**src/rtl/selector_sequencer.sv**
```systemverilog
// selector_sequencer: drives the combinational selector datapath.
// On an accepted start it latches operands/opcode/mask, walks the enabled
// select slots in ascending order, holds each one-hot select for
// SETTLE_CYCLES+1 cycles, captures s0 per slot and pulses done at the end.
//
// Ports:
//   clk, rst_n      clock, asynchronous active-low reset
//   start, abort    request / cancel a sequence
//   slot_mask       enabled slots (bit i -> select = 1<<i)
//   a_in, b_in      operands, latched on accept
//   opcode_in       opcode, latched on accept
//   s0              selector result
//   select          one-hot select (0 when not scanning)
//   A, B, opCodeA   latched operands/opcode to the selector
//   busy, done      sequence in progress / end-of-sequence pulse
//   result_valid    per-slot capture flags for the current sequence
//   result          packed captures, byte i = slot i
module selector_sequencer #(
    parameter int unsigned SETTLE_CYCLES = 1
) (
    input  logic        clk,
    input  logic        rst_n,
    input  logic        start,
    input  logic        abort,
    input  logic [3:0]  slot_mask,
    input  logic [3:0]  a_in,
    input  logic [3:0]  b_in,
    input  logic [2:0]  opcode_in,
    input  logic [7:0]  s0,
    output logic [3:0]  select,
    output logic [3:0]  A,
    output logic [3:0]  B,
    output logic [2:0]  opCodeA,
    output logic        busy,
    output logic        done,
    output logic [3:0]  result_valid,
    output logic [31:0] result
);

    localparam int unsigned SLOTS = 4;
    localparam int unsigned CNT_W = 4;
    localparam logic [CNT_W-1:0] SETTLE_LD = CNT_W'(SETTLE_CYCLES);

    typedef enum logic [1:0] {
        ST_IDLE   = 2'd0,
        ST_SCAN   = 2'd1,
        ST_FINISH = 2'd2
    } state_e;

    state_e             state_q, state_d;
    logic [SLOTS-1:0]   select_q, select_d;
    logic [SLOTS-1:0]   pend_q, pend_d;
    logic [CNT_W-1:0]   cnt_q, cnt_d;
    logic [3:0]         a_q, a_d;
    logic [3:0]         b_q, b_d;
    logic [2:0]         op_q, op_d;
    logic               busy_q, busy_d;
    logic               done_q, done_d;
    logic [SLOTS-1:0]   rv_q, rv_d;
    logic [8*SLOTS-1:0] result_q, result_d;

    // Isolate the lowest set bit: gives ascending slot order.
    function automatic logic [SLOTS-1:0] lowest(input logic [SLOTS-1:0] m);
        return m & (~m + SLOTS'(1));
    endfunction

    // State and datapath registers.
    always_ff @(posedge clk or negedge rst_n) begin
        if (!rst_n) begin
            state_q  <= ST_IDLE;
            select_q <= '0;
            pend_q   <= '0;
            cnt_q    <= '0;
            a_q      <= '0;
            b_q      <= '0;
            op_q     <= '0;
            busy_q   <= 1'b0;
            done_q   <= 1'b0;
            rv_q     <= '0;
            result_q <= '0;
        end else begin
            state_q  <= state_d;
            select_q <= select_d;
            pend_q   <= pend_d;
            cnt_q    <= cnt_d;
            a_q      <= a_d;
            b_q      <= b_d;
            op_q     <= op_d;
            busy_q   <= busy_d;
            done_q   <= done_d;
            rv_q     <= rv_d;
            result_q <= result_d;
        end
    end

    // Next-state and next-output logic.
    always_comb begin
        state_d  = state_q;
        select_d = select_q;
        pend_d   = pend_q;
        cnt_d    = cnt_q;
        a_d      = a_q;
        b_d      = b_q;
        op_d     = op_q;
        busy_d   = busy_q;
        done_d   = 1'b0;
        rv_d     = rv_q;
        result_d = result_q;

        unique case (state_q)
            ST_IDLE: begin
                // abort is ignored here; start alone decides.
                if (start) begin
                    a_d    = a_in;
                    b_d    = b_in;
                    op_d   = opcode_in;
                    pend_d = slot_mask;
                    rv_d   = '0;
                    if (slot_mask != '0) begin
                        state_d  = ST_SCAN;
                        select_d = lowest(slot_mask);
                        cnt_d    = SETTLE_LD;
                        busy_d   = 1'b1;
                    end else begin
                        // Empty mask: straight to the done pulse, busy never shows.
                        state_d = ST_FINISH;
                        done_d  = 1'b1;
                        busy_d  = 1'b0;
                    end
                end
            end
            ST_SCAN: begin
                if (abort) begin
                    // Abort beats a same-edge capture.
                    state_d  = ST_IDLE;
                    select_d = '0;
                    pend_d   = '0;
                    busy_d   = 1'b0;
                end else if (cnt_q == '0) begin
                    for (int i = 0; i < SLOTS; i++) begin
                        if (select_q[i]) begin
                            result_d[8*i +: 8] = s0;
                            rv_d[i]            = 1'b1;
                        end
                    end
                    pend_d = pend_q & ~select_q;
                    if (pend_d != '0) begin
                        select_d = lowest(pend_d);
                        cnt_d    = SETTLE_LD;
                    end else begin
                        state_d  = ST_FINISH;
                        select_d = '0;
                        busy_d   = 1'b0;
                        done_d   = 1'b1;
                    end
                end else begin
                    cnt_d = cnt_q - CNT_W'(1);
                end
            end
            ST_FINISH: begin
                state_d = ST_IDLE;
            end
            default: begin
                state_d  = ST_IDLE;
                select_d = '0;
                busy_d   = 1'b0;
            end
        endcase
    end

    assign select       = select_q;
    assign A            = a_q;
    assign B            = b_q;
    assign opCodeA      = op_q;
    assign busy         = busy_q;
    assign done         = done_q;
    assign result_valid = rv_q;
    assign result       = result_q;

endmodule

```
**config.mk**
```make
export PLATFORM = sky130hd
export DESIGN_NAME = selector_sequencer
export DESIGN_NICKNAME = d
export VERILOG_FILES = /design/src/rtl/selector_sequencer.sv
export SDC_FILE = /design/constraint.sdc
export NUM_CORES = 1
export LEC_CHECK = 0
export ABC_AREA = 1
export CAP_MARGIN = 15
export CORE_MARGIN = 10
export CORE_UTILIZATION = 51
export DETAILED_ROUTE_END_ITERATION = 16
export PLACE_DENSITY = 0.85
export SYNTH_ARGS = -nofsm -noshare
export SYNTH_HDL_FRONTEND = slang
export SYNTH_SLANG_ARGS = --single-unit
```
**constraint.sdc**
```tcl
create_clock -name clk -period 3.7 [get_ports clk]
set_clock_uncertainty 0.15 [all_clocks]
set_input_delay 0.74 -clock clk [delete_from_list [all_inputs] [get_ports clk]]
set_output_delay 0.74 -clock clk [all_outputs]
set_load 0.03 [all_outputs]
```
Figure 1. Placement view.
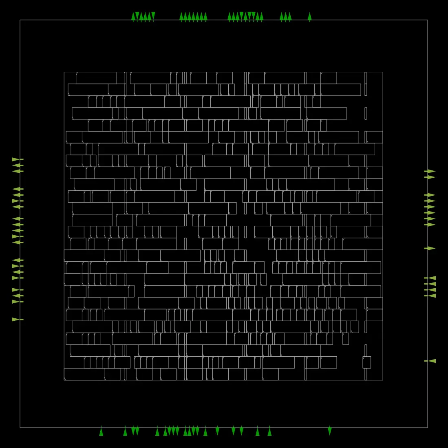
Non-Filler Instances: 465
Flops: 63
Layout fillers: 379
core area: 0.00517 mm2
fraction of area in registers: 0.414

Figure 2. Placed cells, one color a class.
Fill, decap, tap and diode cells in gray.
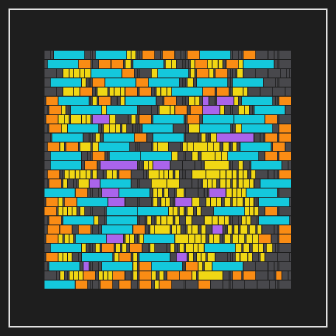
- cyan: flip-flops (cells 63)
- orange: other buffers and delay cells (cells 80)
- yellow: all other logic (cells 236)
- purple: clock drivers and dummy loads (cells 16)
# rows: 26
final core utilization: 0.736
Final Instance Area: 0.00380 mm2

Figure 3. Wiring by layer.
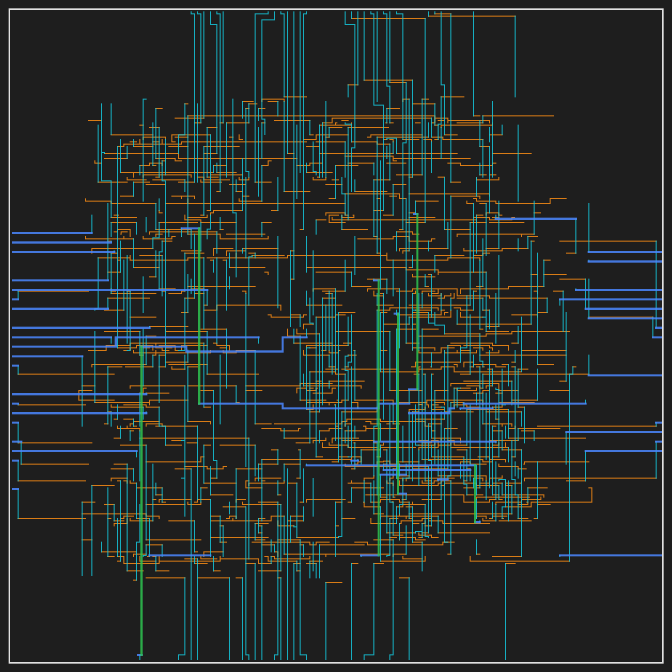
- green: met4 (wire length 168 um)
- blue: met3 (wire length 534 um)
- cyan: met2 (wire length 3500 um)
- orange: met1 (wire length 2820 um)

Figure 4. Port wiring.
The bar under the picture is 20 um long.
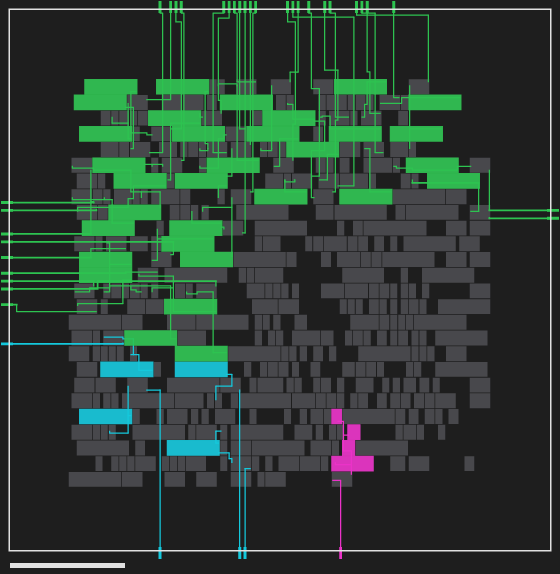
- green: result (bits 32; direction output; end cells 32; wire 1230 um)
- cyan: A (bits 4; direction output; end cells 4; wire 133 um)
- magenta: abort (bits 1; direction input; end cells 4; wire 28.6 um)
Port-buffer cells: 79
Ports: 80

Figure 5. Sizing map.
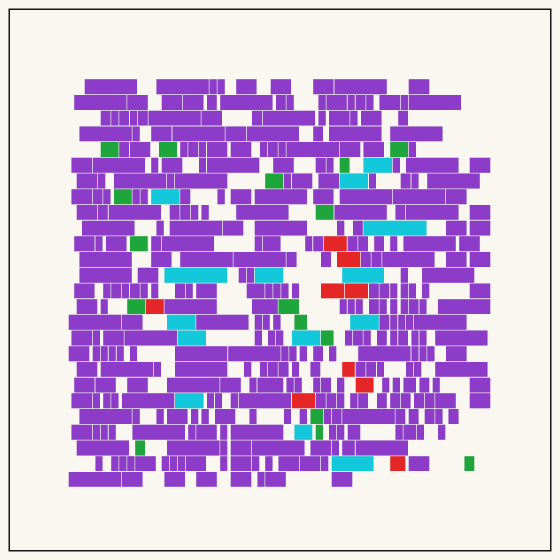
- cyan: drive 6 and up (cells 14)
- green: drive 2 (cells 16)
- purple: drive 1 or less (cells 356)
- red: drive 3 to 4 (cells 9)

==> run summary <==
flow finished, numbers: Yosys Instances=305, CTS tree=built, post-synthesis adder-cell area fraction=0.00907, clock root cell=clkbuf_8, r2r startpoint=state_q[1], gr usage total=0.166, chip area=0.00875 mm2, Slew Limit Fails=0, Worst-path clk slew=70 ps, crit path capture type=output pin, syn_nets=between 300 and 400, Arr. time, crit path=~1500 ps, Hold Crit Class=in -> async, Req. time, crit path=about 2800 ps, Worst Setup EP=select[3], Post-synth EDFFs=0, CTS Buf Count=9, Reg area=~0.0016 mm2, status=complete, no violations, R2R Path End=cnt_q[1], Final setup viols=0, vias in the first global route=about 2400, Syn-to-layout area delta=38.0%, Mapped Cells=slightly above 300, 1st-pass router iterations=5, R2R Setup Slk=1720 ps, sequential area share after synthesis=0.572
## metal layers
metal	vias to the layer above	track usage	wire length [um]
met5	-	0	0
met4	0	0.0747	167
met3	12	0.0520	533
met2	68	0.278	3500
met1	1088	0.191	2820
li1	1152	-	-
## worst register-to-register path, stage by stage (launching register included)
cell and delay [ps]:
dfrtp_1 470, nor2_1 330, nand2_1 360, nand2_1 160, nand2_1 60, inv_1 70, nand2_1 130, nand2_1 90
nand2_1 50
## state kept, by name, summed over array words and instances, names as in the netlist
register and count:
A 4, B 4, busy 1, cnt_q 4, done 1, opCodeA 3, pend_q 4, result 32
result_valid 4, select 4, state_q 2
## cell usage after synthesis, types with 2 or more instances
cell     count  area [um2]
a21oi_1      2        10.0
buf_6        4        45.0
dfrtp_1     63        1580
ha_1         2        25.0
inv_1       28         105
nand2_1    112         420
nand2_4      5        56.3
nand3_1     12        60.1
nor2_1       5        18.8
nor2_8       2        40.0
o21ai_0     23         115
o21ai_1     24         120
o21ai_2      8        70.1
o22ai_1      3        18.8
or2_2        2        12.5
xor2_1       2        17.5
## power by group
part / total (mW) / internal [mW] / switching [mW]
registers: 1.14 / 0.957 / 0.182
logic: 1.64 / 0.623 / 1.02
clock network: 0.655 / 0.381 / 0.274
## metrics by stage
| step | setup slack (ps) | util | hold WS (ps) | instances | cell area (um2) |
|---|---|---|---|---|---|
| floorplan | 2000 | - | 292 | 305 | 2760 |
| global placement | 1390 | 0.693 | 304 | 449 | 3580 |
| global route | 1250 | 0.736 | 283 | 465 | 3800 |
| CTS | 1270 | 0.736 | 246 | 465 | 3800 |
| detailed placement | 1350 | 0.693 | 315 | 449 | 3580 |
| finish | 1300 | 0.736 | 238 | 465 | 3800 |
Power figures rest on the tool's default switching activity, not on a simulated workload.
